--- src/rtl/keyboard_pkg.sv ---
// keyboard_pkg
// Shared types and constants for the keyboard direction tracker:
//   key_state_t        per-key typematic FSM state
//   SC_*               PS/2 set-2 scan codes of the arrow keys
//   KEY_CODES_DEFAULT  packed code table, key i in bits [8i+7:8i]
package keyboard_pkg;

  typedef enum logic [1:0] {
    K_IDLE,
    K_DELAY,
    K_REPEAT
  } key_state_t;

  localparam logic [7:0] SC_UP    = 8'h75;
  localparam logic [7:0] SC_DOWN  = 8'h72;
  localparam logic [7:0] SC_LEFT  = 8'h6B;
  localparam logic [7:0] SC_RIGHT = 8'h74;

  // Index 0 sits in the low byte: up=0, down=1, left=2, right=3.
  localparam logic [31:0] KEY_CODES_DEFAULT = {SC_RIGHT, SC_LEFT, SC_DOWN, SC_UP};

endpackage

--- src/rtl/key_repeat_unit.sv ---
// key_repeat_unit
// One key's typematic engine: FSM, repeat counter, held level and press pulse.
// Ports:
//   clk        clock (posedge)
//   reset      synchronous, active-high
//   hit_make   one-cycle make event for this key
//   hit_break  one-cycle break event for this key
//   held       high while the key is down (registered state)
//   press      one-cycle pulse on initial press and on each repeat (registered)
module key_repeat_unit
  import keyboard_pkg::*;
#(
  parameter bit REPEAT_EN     = 1'b1,
  parameter int REPEAT_DELAY  = 25_000_000,
  parameter int REPEAT_PERIOD = 5_000_000
) (
  input  logic clk,
  input  logic reset,
  input  logic hit_make,
  input  logic hit_break,
  output logic held,
  output logic press
);

  localparam int CNT_MAX = (REPEAT_DELAY > REPEAT_PERIOD) ? REPEAT_DELAY : REPEAT_PERIOD;
  localparam int CW      = $clog2(CNT_MAX + 1);

  localparam logic [CW-1:0] DELAY_LD  = CW'(REPEAT_DELAY);
  localparam logic [CW-1:0] PERIOD_LD = CW'(REPEAT_PERIOD);
  localparam logic [CW-1:0] CNT_ONE   = CW'(1);

  key_state_t    state_q, state_d;
  logic [CW-1:0] cnt_q, cnt_d;
  logic          press_q, press_d;

  // A pulse is due on the edge where the counter steps from 1 to 0, which
  // places it exactly DELAY (or PERIOD) cycles after the previous pulse.
  logic expire;
  assign expire = (cnt_q == CNT_ONE);

  always_comb begin
    state_d = state_q;
    cnt_d   = cnt_q;
    press_d = 1'b0;
    case (state_q)
      K_IDLE: begin
        if (hit_make) begin
          state_d = K_DELAY;
          cnt_d   = DELAY_LD;
          press_d = 1'b1;
        end
      end
      K_DELAY: begin
        // Break is checked first so it beats a coincident expiry.
        if (hit_break) begin
          state_d = K_IDLE;
          cnt_d   = '0;
        end else if (REPEAT_EN) begin
          if (expire) begin
            state_d = K_REPEAT;
            cnt_d   = PERIOD_LD;
            press_d = 1'b1;
          end else if (cnt_q != '0) begin
            cnt_d = cnt_q - CNT_ONE;
          end
        end
      end
      K_REPEAT: begin
        if (hit_break) begin
          state_d = K_IDLE;
          cnt_d   = '0;
        end else if (expire) begin
          cnt_d   = PERIOD_LD;
          press_d = 1'b1;
        end else if (cnt_q != '0) begin
          cnt_d = cnt_q - CNT_ONE;
        end
      end
      default: begin
        state_d = K_IDLE;
        cnt_d   = '0;
      end
    endcase
  end

  always_ff @(posedge clk) begin
    if (reset) begin
      state_q <= K_IDLE;
      cnt_q   <= '0;
      press_q <= 1'b0;
    end else begin
      state_q <= state_d;
      cnt_q   <= cnt_d;
      press_q <= press_d;
    end
  end

  assign held  = (state_q != K_IDLE);
  assign press = press_q;

endmodule

--- src/rtl/keyboard_dir_tracker.sv ---
// keyboard_dir_tracker
// Maps PS/2 make/break events onto NUM_KEYS configured scan codes, producing
// per-key held levels and press pulses (with optional auto-repeat), and tracks
// the most recently pressed key as the active direction.
// Ports:
//   CLOCK_50   clock (posedge)
//   reset      synchronous, active-high
//   ev_valid   one-cycle event strobe
//   makeBreak  1 = make, 0 = break
//   scan_code  event key code
//   held       per-key down level
//   press      per-key one-cycle press/repeat pulse
//   dir_valid  at least one mapped key is held
//   dir_idx    index of the active key (meaningful when dir_valid=1)
module keyboard_dir_tracker
  import keyboard_pkg::*;
#(
  parameter int                    NUM_KEYS      = 4,
  parameter logic [NUM_KEYS*8-1:0] KEY_CODES     = KEY_CODES_DEFAULT,
  parameter bit                    REPEAT_EN     = 1'b1,
  parameter int                    REPEAT_DELAY  = 25_000_000,
  parameter int                    REPEAT_PERIOD = 5_000_000
) (
  input  logic                        CLOCK_50,
  input  logic                        reset,
  input  logic                        ev_valid,
  input  logic                        makeBreak,
  input  logic [7:0]                  scan_code,
  output logic [NUM_KEYS-1:0]         held,
  output logic [NUM_KEYS-1:0]         press,
  output logic                        dir_valid,
  output logic [$clog2(NUM_KEYS)-1:0] dir_idx
);

  localparam int IDX_W = $clog2(NUM_KEYS);

  function automatic logic [IDX_W-1:0] lowest_set(input logic [NUM_KEYS-1:0] v);
    lowest_set = '0;
    for (int i = NUM_KEYS - 1; i >= 0; i--) begin
      if (v[i]) lowest_set = IDX_W'(i);
    end
  endfunction

  logic                hit_any;
  logic [IDX_W-1:0]    hit_idx;
  logic [NUM_KEYS-1:0] hit_make, hit_break;
  logic [NUM_KEYS-1:0] remaining;
  logic                dir_valid_q, dir_valid_d;
  logic [IDX_W-1:0]    dir_idx_q, dir_idx_d;

  // Scan downwards so the lowest matching index is the one left standing.
  always_comb begin
    hit_any = 1'b0;
    hit_idx = '0;
    for (int i = NUM_KEYS - 1; i >= 0; i--) begin
      if (scan_code == KEY_CODES[8*i +: 8]) begin
        hit_any = 1'b1;
        hit_idx = IDX_W'(i);
      end
    end
  end

  always_comb begin
    hit_make  = '0;
    hit_break = '0;
    if (ev_valid && hit_any) begin
      if (makeBreak) hit_make[hit_idx]  = 1'b1;
      else           hit_break[hit_idx] = 1'b1;
    end
  end

  for (genvar g = 0; g < NUM_KEYS; g++) begin : g_key
    key_repeat_unit #(
      .REPEAT_EN    (REPEAT_EN),
      .REPEAT_DELAY (REPEAT_DELAY),
      .REPEAT_PERIOD(REPEAT_PERIOD)
    ) u_key (
      .clk      (CLOCK_50),
      .reset    (reset),
      .hit_make (hit_make[g]),
      .hit_break(hit_break[g]),
      .held     (held[g]),
      .press    (press[g])
    );
  end

  // held reflects the state before this edge, so "make & ~held" is exactly a
  // key leaving IDLE, and "break & held" is a real release. A released active
  // key falls back to the lowest-index key still down.
  always_comb begin
    dir_valid_d = dir_valid_q;
    dir_idx_d   = dir_idx_q;
    remaining   = held & ~hit_break;
    if (|(hit_make & ~held)) begin
      dir_valid_d = 1'b1;
      dir_idx_d   = hit_idx;
    end else if (|(hit_break & held) && (hit_idx == dir_idx_q)) begin
      dir_valid_d = |remaining;
      if (|remaining) dir_idx_d = lowest_set(remaining);
    end
  end

  always_ff @(posedge CLOCK_50) begin
    if (reset) begin
      dir_valid_q <= 1'b0;
      dir_idx_q   <= '0;
    end else begin
      dir_valid_q <= dir_valid_d;
      dir_idx_q   <= dir_idx_d;
    end
  end

  assign dir_valid = dir_valid_q;
  assign dir_idx   = dir_idx_q;

endmodule

--- config.mk ---
export PLATFORM = sky130hd
export DESIGN_NAME = keyboard_dir_tracker
export DESIGN_NICKNAME = d
export VERILOG_FILES = /design/src/rtl/keyboard_pkg.sv /design/src/rtl/key_repeat_unit.sv /design/src/rtl/keyboard_dir_tracker.sv
export SDC_FILE = /design/constraint.sdc
export NUM_CORES = 1
export LEC_CHECK = 0
export ABC_AREA = 1
export CAP_MARGIN = 30
export CORE_UTILIZATION = 35
export DETAILED_ROUTE_END_ITERATION = 8
export GPL_TIMING_DRIVEN = 0
export PLACE_DENSITY = 0.59
export SLEW_MARGIN = 40
export SYNTH_ARGS = -nofsm -noshare
export SYNTH_HDL_FRONTEND = slang
export SYNTH_HIERARCHICAL = 1
export SYNTH_SLANG_ARGS = --single-unit
--- constraint.sdc ---
create_clock -name CLOCK_50 -period 2.7 [get_ports CLOCK_50]
set_input_delay 0.54 -clock CLOCK_50 [delete_from_list [all_inputs] [get_ports CLOCK_50]]
set_output_delay 0.54 -clock CLOCK_50 [all_outputs]
set_load 0.01 [all_outputs]
### Gate-type map, run 1

Bar = 50 microns.
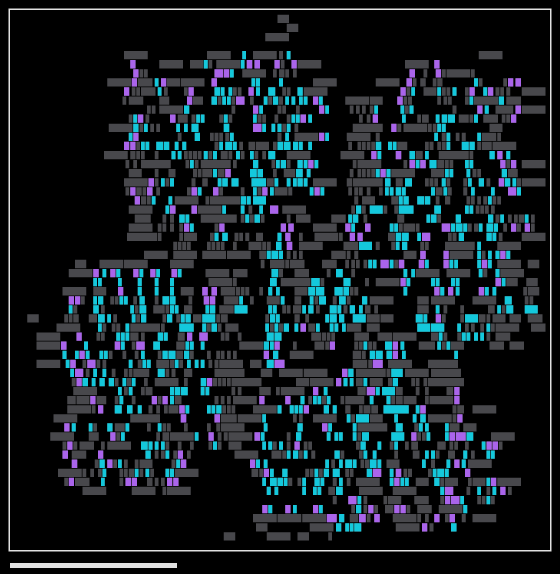
| family | color | cells | where |
|---|---|---|---|
| nand cells | cyan | 561 | spread over the die |
| aoi and oai cells | purple | 191 | spread over the die |

### Sub-block map, run 1

Bar = 50 microns. Other cells in gray.
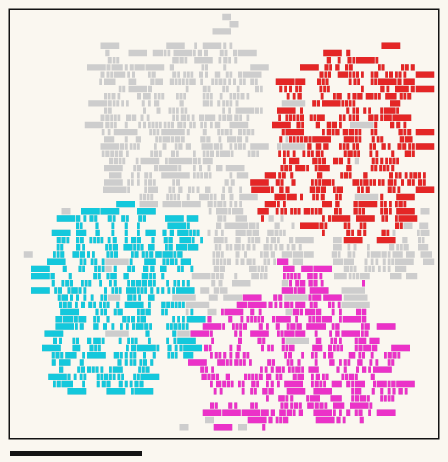
| instance | color | cells |
|---|---|---|
| g_key[1].u_key | cyan | 354 |
| g_key[3].u_key | magenta | 330 |
| g_key[0].u_key | red | 349 |

==> run summary, run 1 <==
Figures from the flow reports.

Timing:
- Endpoints failing hold in the final report were tallied at 0.
- The run puts the final clock skew at about 12 ps.
- Setup repair after global routing could not meet its margin everywhere.
- The run gives the measured slew at the worst slew-check pin as 620 ps.
- In this build the clock could be raised as far as 389 MHz.
- The run gives the final setup violation count as 0.
- The run gives the relative max-transition margin as 58.7%.
- The worst path needs 2570 ps of the cycle, external delays included.

Worst setup path:
- According to the timing report, the arrival time at the worst endpoint equals around 2900 ps.
- Traced cell by cell, the critical path runs through clkdlybuf4s50_1, nand2_4, nor2_8, nand2_4, nand2_4, nor2_4, nor2_8, nand2_1, nor2_4, inv_2, nand2_4, inv_4, nand3_2, nor2_2, nor2_4, buf_6, nand2_2, o21ai_2, nor2_2.
- The run gives the biggest fanout along the worst timing path as 10.
- By instance count, the cell type seen most on the critical path is nand2_4.
- The run gives the endpoint class of the critical path as a register.
- The run gives the buffering stage count on the worst path with inverters included as 4.
- The run gives the delay of the slowest cell on the worst path as 530 ps.
- The largest individual stage delay along the critical path comes from the cell clkdlybuf4s50_1.
- The run gives the kind of launch point of the worst setup path as an input port.

Drt:
- The run gives the residual antenna-violating net count after detailed routing as 0.
- The run puts the count of TritonRoute iterations in the first routing pass at 5.
- The run gives the via density per instance as 4.88.
- The run puts the total number of vias at 9253.

Yosys:
- Synthesis instantiated 39 different standard cells from the library.
- After synthesis, the design contains 1508 cells according to Yosys.
- The run puts the area share of the largest cell type after synthesis at 25.8%.
- The largest total area in the synthesized netlist belongs to dfxtp_1.
- The run puts the fraction of synthesis flops using an asynchronous set or reset pin at 0%.
- The run gives the mean cell area of the mapped netlist as slightly below 6 sq um.
- Counting the warning lines in the Yosys log gives 6.
- The synthesis stat section lists a flop and latch total of around 120.
- The run gives the number of instances in the synthesized netlist as 1508.
- The run puts the synthesized cell area at around 9000 sq um.
- The run puts the net count after synthesis at 1547.
- By count the netlist is led by 394 x nand2_1, 322 x nor2_1, 171 x inv_1.
- The synthesis report names the predominant flop master as dfxtp_1.

GRT:
- Global routing consumed, over all layers together, 19.8% of the routing resources.
- The run gives the first-pass GRT wire length as 42100 microns.
- The run gives the leftover overflow at the end of global routing as 0.
- The initial antenna violation count came to 0.
- The run gives the via count of the first global-routing pass as 8696.
- The run gives the largest net degree at the start of global routing as 17.

Clock tree:
- In this run the clock root is driven by a clkbuf_16.
- In the CTS report, the clock slew at the register clock pins of the worst setup and hold paths is listed as 50 ps.
- The run gives the clock sink count as 115.
- The run gives the clock tree from TritonCTS as built.
- The run gives the worst-case clock buffer depth as 2.
- The run puts the later-pin clock latency in the skew report at 430 ps.
- Looking at the clock tree report, the H-tree level count equals 4.

Finish:
- The run puts the register area at ~2300 sq um.
- The run gives the fill cell instance count of the final layout as ~2700.
- The run puts the total number of nets in the final design at 1594.
- Counting only logic cells after layout, the most numerous master is nand2_1.
- The run puts the share of cells above drive strength 1 at ~11%.
- The run puts the utilization of the core after routing at 41.1%.
- The repair_antennas step left the layout with diodes totalling 0.

Power and ir drop:
- The run gives the final total power as 14.1 mW.
- The run gives the top power group as combinational logic.
- The run puts the power attributed to the clock group at approximately 2.3 mW.
- The run gives the switching share of power as 53.0%.
- Summed over all sequential cells, the power is 2.75 mW.
- The run puts the portion of total power attributed to the clock network at roughly 16%.
- The run puts the sequential share of power at 19.5%.
- In this run, the combinational gates consume 64.3% of the power.
- The run puts the power in combinational cells at 9.07 mW.
- The run gives the internal power as 6.63 mW.
- The run puts the leakage component of the power at slightly below 5 nW.
- The run puts the power per cell area at 1370 nW/um^2.
- The run gives the maximum vdd ir drop as 0.000544 V.

Floorplan:
- The run gives the chip width as around 160 microns.
- The floorplan report gives the top-level pin count as 23.
- The run gives the area of the core as about 25000 sq um.
- The run gives the area of the die as 26200 sq um.
- The run puts the number of rows created at floorplan at 58.
- The run puts the die height at 162 microns.
- The run puts the initial core utilization at 35.6%.

Placement:
- The run puts the tally of buffers added on design ports at 22.
- The run puts the number of cells after detailed placement at 1860.
- The run gives the cell area after placement as around 9600 sq um.
- The run gives the worst slack at placement as -710 ps.

Run:
- The stage logs contain a warning count of about 46.
- The run puts the max-capacitance violation count at 0.

Outcome:
- The flow ran to the end, and the final reports show no timing, DRC or antenna violations.
### Metal layers overlaid, run 1

Two of the layers only.
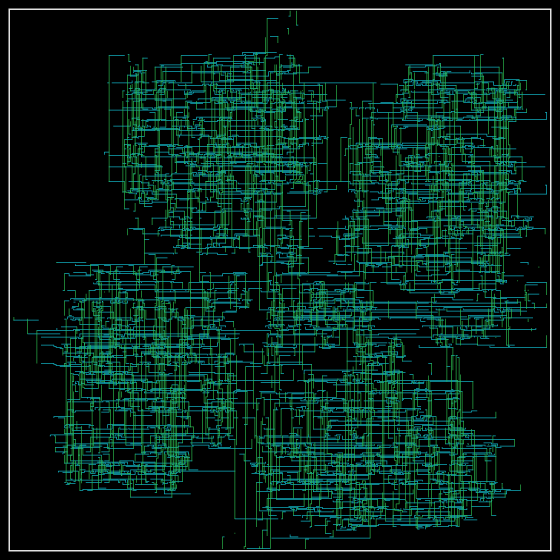
| layer | color | wire length |
|---|---|---|
| M2 | green | 11100 microns |
| M1 | cyan | 12200 microns |

## run 1: worst paths after layout
path | start | end | cells past startpoint
hold reg to reg | g_key[0].u_key/cnt_q[23]$_SDFFE_PP0P_ | g_key[0].u_key/cnt_q[23]$_SDFFE_PP0P_ | 2
hold / removal | g_key[0].u_key/cnt_q[23]$_SDFFE_PP0P_ | g_key[0].u_key/cnt_q[23]$_SDFFE_PP0P_ | 2
setup reg to reg | g_key[1].u_key/cnt_q[0]$_SDFFE_PP0P_ | g_key[1].u_key/cnt_q[16]$_SDFFE_PP0P_ | 10
setup / recovery | scan_code[6] | g_key[3].u_key/cnt_q[8]$_SDFFE_PP0P_ | 19
## run 1: sequential cells by signal, summed over array words and instances, names as in the netlist
name                 flops
g_key.u_key/cnt_q      100
g_key.u_key/state_q      8
g_key.u_key/press        4
dir_idx                  2
dir_valid                1
## run 1: cell families after synthesis
group / count (synthesis) / share of synthesized area [%]
flops: 115 / 25.8
compound gates: 192 / 11.4
simple gates: 952 / 47.7
fa+ha+maj: 27 / 3.78
buf+inv: 206 / 9.75
xor+xnor: 16 / 1.57
## run 1: per-layer routing
layer	GRT usage [%]	up-vias	routed length (microns)
li1	-	4851	-
met1	26.4	4200	12200
met2	31.9	169	11100
met3	3.32	33	970
met4	7.12	0	472
met5	0	-	0
## run 1: area by class of cell
class	instances	share of cell area, %
inverter	181	6.67
sequential	115	22.3
clock inverter	9	0.994
clock buffer	23	4.73
tap	330	4.00
timing repair buffer	28	2.69
multi-input combinational	1187	56.7
buffer	25	1.93
## run 1: timing repair
| item | CTS | global route |
|---|---|---|
| resized | 7 | 30 |
| gates cloned | 0 | 0 |
| setup endpoints to repair | 53 | 98 |
| hold buffers | 0 | 0 |
| pin swaps | 0 | 7 |
| setup buffers | 0 | 6 |
==> run 2: changes to the inputs <==
--- a/config.mk
+++ b/config.mk
@@ -6,10 +6,11 @@
 export NUM_CORES = 1
 export LEC_CHECK = 0
 export ABC_AREA = 1
-export CAP_MARGIN = 30
+export CAP_MARGIN = 20
 export CORE_UTILIZATION = 35
 export DETAILED_ROUTE_END_ITERATION = 8
 export GPL_TIMING_DRIVEN = 0
+export MAX_ROUTING_LAYER = met4
 export PLACE_DENSITY = 0.59
 export SLEW_MARGIN = 40
 export SYNTH_ARGS = -nofsm -noshare
### Sub-block map, run 2

Bar = 50 microns. Other cells in gray.
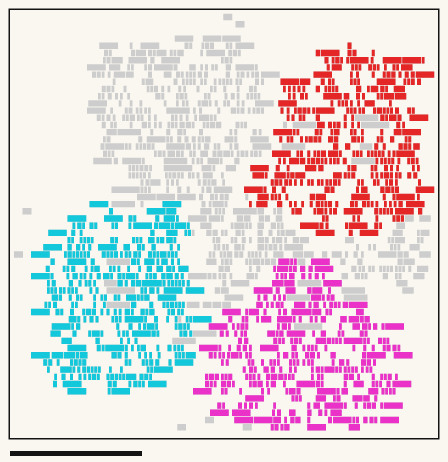
| instance | color | cells |
|---|---|---|
| g_key[1].u_key | cyan | 353 |
| g_key[3].u_key | magenta | 330 |
| g_key[0].u_key | red | 349 |
not colored: 540
final core utilization: 41.5%
filler-free cell count of the finished design: 1902
chip footprint: 26200 sq um

### Sequential cells colored by netlist name, run 2

Bar = 50 microns. Other sequential cells in the stronger gray, the rest of the logic in the fainter gray.
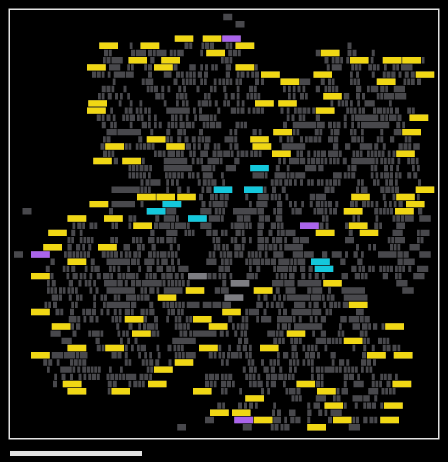
| name in the netlist | color | sequential cells |
|---|---|---|
| g_key.u_key/state_q | cyan | 8 |
| g_key.u_key/press | purple | 4 |
| g_key.u_key/cnt_q | yellow | 100 |
not colored: 3
Sequential cell area: 2300 sq um
power consumed by sequential cells: 2.75 mW
Seq/total area: 22.1%

### Gate-type map, run 2

Bar = 50 microns.
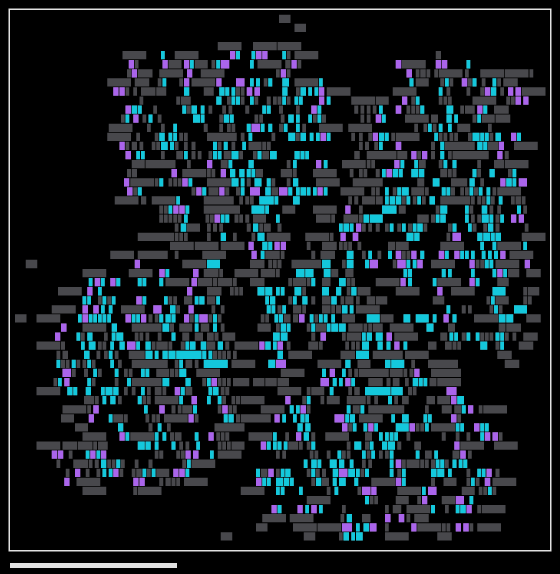
| family | color | cells | where |
|---|---|---|---|
| nand cells | cyan | 561 | spread over the die |
| aoi and oai cells | purple | 191 | spread over the die |

==> run 2 against run 1 <==
Combinational power is essentially flat. Clock skew shrank 0.66 ps. Hold slack lost 4.8 ps. Register-to-register slack lost 20 ps. Clock power grew 11%. Largest power group unchanged. Die area is the same. Sequential power is essentially flat. Core utilization grew 0.41 points. Synthesized cell count is the same.
==> run summary, run 2 <==
Figures from the flow reports.

Run:
- The run gives the max-capacitance violation count as 0.
- In this run the tools logged warnings totalling between 40 and 50.

Floorplan:
- The run gives the I/O pin count as 23.
- The run puts the tap cell count at 330.
- The run gives the number of rows created at floorplan as 58.

Worst setup path:
- In this run the critical register-to-register path is captured at g_key[1].u_key/cnt_q[16]$_SDFFE_PP0P_.
- The run gives the startpoint of the worst-slack reg-to-reg timing path as g_key[1].u_key/cnt_q[0]$_SDFFE_PP0P_.
- The run puts the biggest fanout along the worst timing path at 14.
- STA classifies the critical path endpoint as an output pin.
- Walking the worst path, the cells encountered are inv_1, ha_1, inv_2, clkdlybuf4s50_1.

Finish:
- The run gives the number of flip-flops and latches as 115.
- The run gives the antenna diode count as 0.
- The run puts the share of cells above drive strength 1 at 11.8%.
- The run gives the most common library cell in the layout ignoring fill and taps as nand2_1.
- The run gives the total number of nets in the final design as 1599.
- The class occupying the most area after layout is reported as combinational gates.

GRT:
- For this run the aggregate overflow at the end of global routing stands at 0.
- The run gives the via count of the first global-routing pass as 8529.
- met1 track demand over resource after global routing is 25.4%.
- The run gives the initial antenna violation count as 0.
- The run gives the global routing usage summed across all routing layers as 20.0%.
- Entering global routing, the biggest net connects 17 pins.

Drt:
- The run puts the residual antenna-violating net count after detailed routing at 0.
- The run puts the amount of wire on met3 after detailed routing at about 1100 microns.
- The run gives the detailed-routing wirelength on met1 as around 12000 microns.
- Signal nets in the final route climb as high as met4.
- The run gives the via density per instance as around 4.9.
- The first detailed-routing pass took 6 iterations.

Worst hold path:
- In the hold report, the worst path ends at g_key[3].u_key/cnt_q[23]$_SDFFE_PP0P_.
- The run gives the depth of the worst hold-timing path as 2.
- STA lists the startpoint of the worst hold path as g_key[3].u_key/cnt_q[23]$_SDFFE_PP0P_.

Yosys:
- In the synthesized netlist, the number of instances is approximately 1500.
- The run puts the area share of the largest cell type after synthesis at 25.8%.
- The run gives the register bit count reported by yosys as 115.
- The Yosys step of the flow raised 6 warnings.
- The run gives the tally of unique sky130hd cells used after synthesis as 39.
- The run puts the number of cell instances after yosys synthesis at 1508.
- In the synthesized netlist the dominant register cell turns out to be dfxtp_1.

Clock tree:
- CTS placed an instance of clkbuf_16 at the clock tree root.
- The run puts the worst-case clock buffer depth at 2.
- The run puts the number of H-tree levels at 4.
- The clock tree has to reach around 120 sinks.

Placement:
- Port buffering added 22 buffers.
- After detailed placement, the design holds a cell count of around 1900.

Power and ir drop:
- The script extracted a total leakage power of between 4 and 5 nW.
- The analysis reports a worst IR drop on VDD of 0.000506 V.

Timing:
- Endpoints with negative setup slack in the final report add up to 0.
- The run gives the final clock skew as between 10 and 15 ps.
- For the pin with the worst max-slew slack, the measured transition is 625 ps.

Outcome:
- The run finished with clean final reports.
-- run 2: cell types whose count changed in the layout (fill, tap and decap cells not counted), moves of 3 or more --
cell       previous run  this run
inv_1               169       166
bufinv_16             2         5
nand2_4              13        10
buf_4                 6        11
inv_2                 9        12
nand2_2              32        35
-- run 2: critical path, delay by kind of cell (launching register included) --
family / cells / cell delay (ps)
fa+ha+maj: 1 / 280
buf+inv: 3 / 930
flops: 1 / 400
-- run 2: how the worst max path moves through the flow --
stage                                                       end  cells after the start                              startpoint  slack, ps
after floorplan            g_key[3].u_key/cnt_q[8]$_SDFFE_PP0P_                     19                            scan_code[7]        360
after global placement    g_key[3].u_key/cnt_q[19]$_SDFFE_PP0P_                     16                            scan_code[4]       -640
after detailed placement  g_key[3].u_key/cnt_q[19]$_SDFFE_PP0P_                     16                            scan_code[4]       -670
after CTS                 g_key[3].u_key/cnt_q[11]$_SDFFE_PP0P_                     18                            scan_code[4]          6
after global routing      g_key[1].u_key/cnt_q[16]$_SDFFE_PP0P_                     16                            scan_code[7]         -4
final                                                   held[3]                      4  g_key[3].u_key/state_q[0]$_SDFFE_PP0P_        140
-- run 2: kinds of logic (layout without fill, tap and decap cells) --
family / after synthesis / after routing / synth area share (%)
AND/OR/NAND/NOR: 952 / 952 / 47.7
buffers and inverters: 206 / 270 / 9.75
AND-OR/OR-AND: 192 / 192 / 11.4
flip-flops: 115 / 115 / 25.8
adder cells (fa/ha/maj): 27 / 27 / 3.78
XOR/XNOR: 16 / 16 / 1.57
-- run 2: report_power, final --
part | switching [mW] | total [mW] | internal, mW | leakage (nW)
clock network | 0.831 | 2.53 | 1.70 | 0.316
logic | 6.13 | 9.09 | 2.96 | 3.64
registers | 0.550 | 2.75 | 2.20 | 0.938
Power and IR drop assume default switching activity.
